**config.mk**
```make
export PLATFORM = sky130hd
export DESIGN_NAME = mult_iter_param
export DESIGN_NICKNAME = d
export VERILOG_FILES = /design/src/rtl/mult_iter_param.sv
export SDC_FILE = /design/constraint.sdc
export NUM_CORES = 1
export LEC_CHECK = 0
export CAP_MARGIN = 20
export CORE_AREA = 4 4 215 217
export DETAILED_ROUTE_END_ITERATION = 10
export DIE_AREA = 0 0 219 221
export PLACE_DENSITY = 0.56
export SYNTH_ARGS = -nofsm -noshare
export SYNTH_HDL_FRONTEND = slang
export SYNTH_SLANG_ARGS = --single-unit
```
**constraint.sdc**
```tcl
create_clock -name clk -period 4.2 [get_ports clk]
set_clock_uncertainty 0.2 [all_clocks]
set_input_delay 0.42 -clock clk [delete_from_list [all_inputs] [get_ports clk]]
set_output_delay 0.42 -clock clk [all_outputs]
set_load 0.05 [all_outputs]
```
**src/rtl/mult_iter_param.sv**
```systemverilog
// mult_iter_param: iterative RISC-V M-extension multiplier (MUL/MULH/MULHSU/MULHU), BITS_PER_CYCLE bits per cycle.
// Define MULT_FUSE_EN to add a product cache so an op that repeats the last operands skips CALC/FIX.
module mult_iter_param #(
  parameter int XLEN           = 32,
  parameter int BITS_PER_CYCLE = 4,
  parameter int TAG_W          = 5
) (
  input  logic             clk,
  input  logic             reset,
  input  logic             in_valid_i,
  output logic             in_ready_o,
  input  logic [1:0]       op_i,
  input  logic [XLEN-1:0]  operand_a_i,
  input  logic [XLEN-1:0]  operand_b_i,
  input  logic [TAG_W-1:0] tag_i,
  input  logic             flush_i,
  output logic             out_valid_o,
  input  logic             out_ready_i,
  output logic [XLEN-1:0]  result_o,
  output logic [TAG_W-1:0] tag_o,
  output logic             busy_o
);

  localparam int BPC   = BITS_PER_CYCLE;
  localparam int ITER  = XLEN / BPC;
  localparam int SW    = XLEN + BPC + 1;
  localparam int CNT_W = (ITER > 1) ? $clog2(ITER) : 1;
  localparam logic [1:0] OP_MUL = 2'b00;
  localparam logic [CNT_W-1:0] CNT_LAST = CNT_W'(ITER - 1);

  typedef enum logic [1:0] {S_IDLE, S_CALC, S_FIX, S_DONE} state_e;

  state_e            state_q, state_d;
  logic [CNT_W-1:0]  cnt_q, cnt_d;
  logic [XLEN:0]     aExt_q, aExt_d;
  logic [XLEN:0]     hi_q, hi_d;
  logic [XLEN-1:0]   lo_q, lo_d;
  logic              bNeg_q, bNeg_d;
  logic [1:0]        op_q, op_d;
  logic [TAG_W-1:0]  tag_q, tag_d;
  logic [XLEN-1:0]   result_q, result_d;

`ifdef MULT_FUSE_EN
  logic [XLEN-1:0]   opB_q, opB_d;
  logic              sa_q, sa_d;
  logic              sb_q, sb_d;
  logic [2*XLEN-1:0] prod_q, prod_d;
  logic              cacheValid_q, cacheValid_d;
  logic [XLEN-1:0]   cacheA_q, cacheA_d;
  logic [XLEN-1:0]   cacheB_q, cacheB_d;
  logic              cacheSa_q, cacheSa_d;
  logic              cacheSb_q, cacheSb_d;
  logic [2*XLEN-1:0] cacheProd_q, cacheProd_d;
  logic              cacheHit;
`endif

  logic              signA, signB;
  logic [BPC-1:0]    digit;
  logic [SW-1:0]     aWide, hiWide, digitWide, stepSum;
  logic [XLEN-1:0]   hiFix;
  logic [2*XLEN-1:0] product;
  logic [XLEN-1:0]   selected;

  assign signA = (op_i == 2'b01) || (op_i == 2'b10);
  assign signB = (op_i == 2'b01);

  // Shift-add step: hi holds the running partial product above the bits already shifted into lo.
  assign digit     = lo_q[BPC-1:0];
  assign aWide     = {{BPC{aExt_q[XLEN]}}, aExt_q};
  assign hiWide    = {{BPC{hi_q[XLEN]}}, hi_q};
  assign digitWide = {{(XLEN+1){1'b0}}, digit};
  assign stepSum   = hiWide + aWide * digitWide;

  // Only XLEN bits of b are consumed in CALC; a negative signed b needs a*2^XLEN removed.
  assign hiFix    = hi_q[XLEN-1:0] - (bNeg_q ? aExt_q[XLEN-1:0] : {XLEN{1'b0}});
  assign product  = {hiFix, lo_q};
  assign selected = (op_q == OP_MUL) ? product[XLEN-1:0] : product[2*XLEN-1:XLEN];

`ifdef MULT_FUSE_EN
  assign cacheHit = cacheValid_q && (operand_a_i == cacheA_q) && (operand_b_i == cacheB_q) &&
                    ((op_i == OP_MUL) || ({signA, signB} == {cacheSa_q, cacheSb_q}));
`endif

  always_comb begin
    state_d  = state_q;
    cnt_d    = cnt_q;
    aExt_d   = aExt_q;
    hi_d     = hi_q;
    lo_d     = lo_q;
    bNeg_d   = bNeg_q;
    op_d     = op_q;
    tag_d    = tag_q;
    result_d = result_q;
`ifdef MULT_FUSE_EN
    opB_d        = opB_q;
    sa_d         = sa_q;
    sb_d         = sb_q;
    prod_d       = prod_q;
    cacheValid_d = cacheValid_q;
    cacheA_d     = cacheA_q;
    cacheB_d     = cacheB_q;
    cacheSa_d    = cacheSa_q;
    cacheSb_d    = cacheSb_q;
    cacheProd_d  = cacheProd_q;
`endif
    unique case (state_q)
      S_IDLE: begin
        if (in_valid_i) begin
          aExt_d  = {signA & operand_a_i[XLEN-1], operand_a_i};
          bNeg_d  = signB & operand_b_i[XLEN-1];
          op_d    = op_i;
          tag_d   = tag_i;
          cnt_d   = '0;
          hi_d    = '0;
          lo_d    = operand_b_i;
          state_d = S_CALC;
`ifdef MULT_FUSE_EN
          opB_d = operand_b_i;
          sa_d  = signA;
          sb_d  = signB;
          // A hit keeps the cached signedness so the re-stored entry still describes its product.
          if (cacheHit) begin
            sa_d     = cacheSa_q;
            sb_d     = cacheSb_q;
            prod_d   = cacheProd_q;
            result_d = (op_i == OP_MUL) ? cacheProd_q[XLEN-1:0] : cacheProd_q[2*XLEN-1:XLEN];
            state_d  = S_DONE;
          end
`endif
        end
      end
      S_CALC: begin
        hi_d  = stepSum[SW-1:BPC];
        lo_d  = {stepSum[BPC-1:0], lo_q[XLEN-1:BPC]};
        cnt_d = cnt_q + CNT_W'(1);
        if (cnt_q == CNT_LAST) begin
          state_d = S_FIX;
        end
      end
      S_FIX: begin
        result_d = selected;
        state_d  = S_DONE;
`ifdef MULT_FUSE_EN
        prod_d = product;
`endif
      end
      S_DONE: begin
        if (out_ready_i) begin
          state_d = S_IDLE;
`ifdef MULT_FUSE_EN
          if (!flush_i) begin
            cacheValid_d = 1'b1;
            cacheA_d     = aExt_q[XLEN-1:0];
            cacheB_d     = opB_q;
            cacheSa_d    = sa_q;
            cacheSb_d    = sb_q;
            cacheProd_d  = prod_q;
          end
`endif
        end
      end
    endcase
    if (flush_i) begin
      state_d = S_IDLE;
    end
  end

  always_ff @(posedge clk or posedge reset) begin
    if (reset) begin
      state_q  <= S_IDLE;
      cnt_q    <= '0;
      aExt_q   <= '0;
      hi_q     <= '0;
      lo_q     <= '0;
      bNeg_q   <= 1'b0;
      op_q     <= '0;
      tag_q    <= '0;
      result_q <= '0;
`ifdef MULT_FUSE_EN
      opB_q        <= '0;
      sa_q         <= 1'b0;
      sb_q         <= 1'b0;
      prod_q       <= '0;
      cacheValid_q <= 1'b0;
      cacheA_q     <= '0;
      cacheB_q     <= '0;
      cacheSa_q    <= 1'b0;
      cacheSb_q    <= 1'b0;
      cacheProd_q  <= '0;
`endif
    end else begin
      state_q  <= state_d;
      cnt_q    <= cnt_d;
      aExt_q   <= aExt_d;
      hi_q     <= hi_d;
      lo_q     <= lo_d;
      bNeg_q   <= bNeg_d;
      op_q     <= op_d;
      tag_q    <= tag_d;
      result_q <= result_d;
`ifdef MULT_FUSE_EN
      opB_q        <= opB_d;
      sa_q         <= sa_d;
      sb_q         <= sb_d;
      prod_q       <= prod_d;
      cacheValid_q <= cacheValid_d;
      cacheA_q     <= cacheA_d;
      cacheB_q     <= cacheB_d;
      cacheSa_q    <= cacheSa_d;
      cacheSb_q    <= cacheSb_d;
      cacheProd_q  <= cacheProd_d;
`endif
    end
  end

  assign in_ready_o  = (state_q == S_IDLE);
  assign out_valid_o = (state_q == S_DONE);
  assign busy_o      = (state_q != S_IDLE);
  assign result_o    = result_q;
  assign tag_o       = tag_q;

endmodule

```
==> images/ff_map.png <==
(1.5 px per micron) Other sequential cells in the stronger gray, the rest of the logic in the fainter gray.
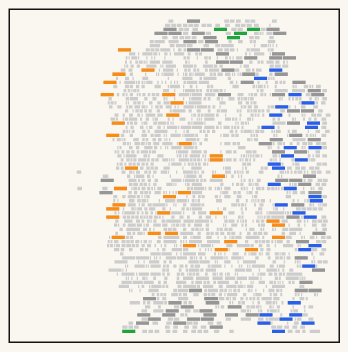
- blue: result_o (sequential cells 32; where a vertical strip on the right)
- green: tag_o (sequential cells 5)
- orange: hi_q (sequential cells 33)
- not colored: 73
register cell area after layout: 3582 sq um
sequential share of cell area: 20.45%
Finished Core Util: 39.70%

==> images/gates.png <==
(2 px per micron)
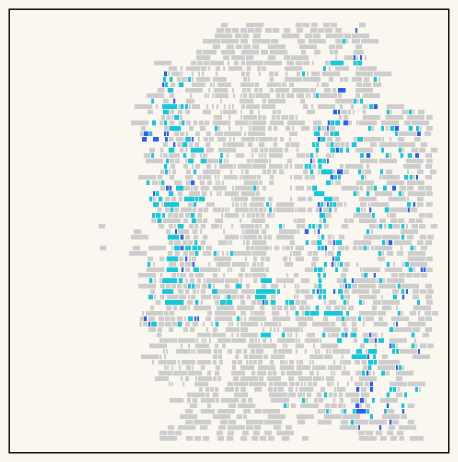
- cyan: aoi and oai cells (cells 272)
- blue: nor cells (cells 90)

==> images/util_map.png <==
(1 px per micron) The die is cut into 22 by 22 equal tiles; dark purple is low, yellow is high, 0 to 100% covered.
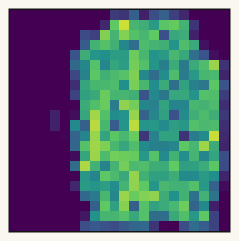
- densest ninth of the die: center
- tiles over 75% full: 8.1%
- mean over tiles: 35%
- nearly empty tiles: 34%
- emptiest ninth of the die: south-west
- fullest tile: 92%
fp util: 29.95%
Core Footprint: 44120 sq um

==> images/port_trees.png <==
(1.5 px per micron)
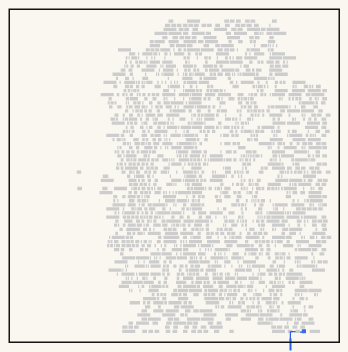
- blue: reset (bits 1; direction input; edge south; end cells 1; buffers 1; wire 10.9 microns)
IO buf count: 115
io pins: 116

==> git commit body <==
Log flow metrics for this revision

- Count of flip-flops and latches: around 140
- Antenna violations before repair: 0
* Nonclk buf count: around 300
- Placement-stage worst setup slack: -0.7048 ns
* Buffer levels on the longest clock path: 2
- Per the skew report, the later register of the worst-skew pair sees a clock latency of 0.45 ns.
- The synthesis report lists the Yosys warning total as 0.
- Tap cells: between 500 and 600
* Netlist Area Pre-Place: 13220 sq um
* Layout Cell Area excl Fill: about 18000 sq um
- Share of synthesized area occupied by flip-flops and latches: between 20% and 30%
- Most numerous cell in the Yosys netlist: sky130_fd_sc_hd__inv_1
- Clock transition at the registers of the reported paths: about 0.070 ns
- Yosys mapped a number of flops with a built-in enable equal to 0.
* OpenROAD warning count: 34
- Weighted congestion reported at the end of routability-driven placement: 0.8846
- Mapped Avg Cell Area: roughly 8.8 sq um
- Worst Path Required: about 4.3 ns
- Net count after synthesis: between 1500 and 2000
* Cell-by-cell trace of the critical path: buf_12 -> and2_4 -> fa_1 -> fa_1 -> inv_2 -> fa_1 -> inv_2 -> ha_4 -> and2_4 -> a221o_1 -> a32o_1 -> a31oi_1 -> buf_4 -> o211ai_1 -> o31ai_1 -> xnor2_1 -> o21ai_1
* Headroom to the max-slew limit: a little under 40%
- Tightest Pin Transition: roughly 0.9 ns
- The script logs the ratio of routed vias to standard cells as 4.770.
* Highest clock frequency the design can meet: between 200 and 250 MHz
- The report lists the number of cells resized after CTS as roughly 52.
- Tally of max-capacitance violations: 0
- Setup slack on the critical path of the routed design comes to -0.4857 ns.
- The flow ran to the end, but the final reports show violations.
* Fin. Hold Viols: 0
- Maximum number of pins on one net before global-route repair: 144
* Final count of pins violating max slew: 0
- Routed len/inst: about 16 microns
- Total negative setup slack: -7.467 ns
* Leading area contributor after synthesis: sky130_fd_sc_hd__dfrtp_1
* Gate count of the mapped netlist: approximately 1500
* Number of nets in the final layout: ~2000
* Remaining global-route overflow: 0
* WS Path Type: flop to flop
* Synthesis area per yosys: 13220 sq um
- Dividing the final minimum period by the clock period gives 111.6%.
- Final non-clock buffer share: 15.07%
- The vertical die dimension reported for this design is roughly 220 microns.
- Setup repair after global routing could not meet its margin everywhere.
* Number of hold buffers added after cts: 0
- Number of signal-net inverters in the final layout: about 200
- Setup-failing EPs final: 26
- Detailed placement reports a standard cell area of between 15000 and 20000 sq um.
- Sort of element at the start of the critical path: flop
- The checks that failed: negative setup slack.
- roughly 1100 cells are multi-input combinational gates.
- Worst hold-check path type: flop to flop
- In this run the biggest area consumer among cell types represents between 20% and 30% of the synthesized area.
- The commonest cells after synthesis are sky130_fd_sc_hd__inv_1, sky130_fd_sc_hd__nand2_1, sky130_fd_sc_hd__dfrtp_1.
- Die X: ~220 microns
- By area the synthesized netlist is led by sky130_fd_sc_hd__dfrtp_1, sky130_fd_sc_hd__fa_1, sky130_fd_sc_hd__ha_1, sky130_fd_sc_hd__and2_1, sky130_fd_sc_hd__inv_1.
- The detailed router reported a total wirelength of 38.51 mm.
- Once detail routing completed, the nets flagged for antenna violations numbered 0.
- Chip Area: between 40000 and 50000 sq um
* Combined area of the multi-input logic cells: between 9000 and 10000 sq um
- FILL cells: approximately 4500
- Worst setup EP type: flop
* Antenna diodes: 0
* Dominant flop cell: sky130_fd_sc_hd__dfrtp_1
- The routed layout has 11220 vias.
- Count of state elements after synthesis: around 140
- Biggest fanout along the worst timing path: 5
- The slowest stage of the critical path is the sky130_fd_sc_hd__fa_1 cell.
- Hold Crit Start: cnt_q[0]
* Post-CTS setup repair buffer count: 16
* Hpwl dp: a little under 30 mm
* Number of H-tree branching levels: 4
- For the finished layout, the period the worst path requires is 4.686 ns.
- The number of clock buffers added by TritonCTS is 17.
- Per the timing report, the most critical flop-to-flop path originates at lo_q[1].
metal layers:
| metal | vias up | GRT usage, % | part of all wire, % |
|---|---|---|---|
| met3 | 38 | 2.442 | 3.6 |
| met1 | 5482 | 22.04 | 48 |
| met2 | 218 | 25.57 | 47 |
| met5 | - | 0 | 0 |
| li1 | 5482 | - | - |
| met4 | 0 | 4.730 | 1.9 |
worst paths after layout:
path,end,slack (ns),depth (start not counted)
max in group asynchronous,tag_o[3],2.83,3
hold reg to reg,cnt_q[0],0.30,1
setup reg to reg,hi_q[32],-0.49,17
setup / recovery,hi_q[32],-0.49,17
min in group asynchronous,result_o[6],0.36,3
hold / removal,cnt_q[0],0.30,1
sequential cells by signal (all words and copies together) (netlist names):
| register | cells |
|---|---|
| result_o | 32 |
| cnt_q | 3 |
| hi_q | 33 |
| tag_o | 5 |
| op_q | 2 |
| lo_q | 32 |
| state_q | 2 |
| aExt_q | 33 |
| bNeg_q | 1 |
logic make-up after synthesis:
logic type,Yosys count,share of synthesized area [%]
compound gates,331,15.79
xor+xnor,52,3.446
fa+ha+maj,180,22.84
buf+inv,265,7.536
flops,143,27.08
mux,78,6.306
simple gates,445,17.00
per-stage QoR:
stage	hold slack (ns)	std cells
2_1_floorplan	0.2630	1494
3_3_place_gp	0.2870	2290
3_5_place_dp	0.2976	2290
4_1_cts	0.3037	2338
5_1_grt	0.3370	2352
6_report	0.2966	2352
cells in the final DEF, fill, tap and decap left out, types with 5 or more instances in the layout:
master,count
sky130_fd_sc_hd__nor2b_1,12
sky130_fd_sc_hd__nand4_1,14
sky130_fd_sc_hd__buf_6,11
sky130_fd_sc_hd__and2_1,124
sky130_fd_sc_hd__o21ai_1,8
sky130_fd_sc_hd__and3_1,7
sky130_fd_sc_hd__clkbuf_16,17
sky130_fd_sc_hd__a211oi_1,7
sky130_fd_sc_hd__nor2_1,59
sky130_fd_sc_hd__inv_2,7
sky130_fd_sc_hd__and2_4,11
sky130_fd_sc_hd__buf_4,171
sky130_fd_sc_hd__nand3_1,19
sky130_fd_sc_hd__nor3_1,12
sky130_fd_sc_hd__ha_4,14
sky130_fd_sc_hd__a211o_1,5
sky130_fd_sc_hd__nand2b_1,8
sky130_fd_sc_hd__o211ai_1,6
sky130_fd_sc_hd__o21bai_1,9
sky130_fd_sc_hd__a21oi_1,63
sky130_fd_sc_hd__mux2i_1,36
sky130_fd_sc_hd__fa_1,101
sky130_fd_sc_hd__a21oi_2,7
sky130_fd_sc_hd__o21a_1,7
sky130_fd_sc_hd__o21ai_0,100
sky130_fd_sc_hd__nand2_1,153
sky130_fd_sc_hd__clkdlybuf4s50_1,115
sky130_fd_sc_hd__a21o_1,35
sky130_fd_sc_hd__ha_1,61
sky130_fd_sc_hd__xor2_1,14
sky130_fd_sc_hd__dfrtp_1,140
sky130_fd_sc_hd__mux2_2,42
sky130_fd_sc_hd__xnor2_1,30
sky130_fd_sc_hd__a31oi_1,26
sky130_fd_sc_hd__inv_1,190
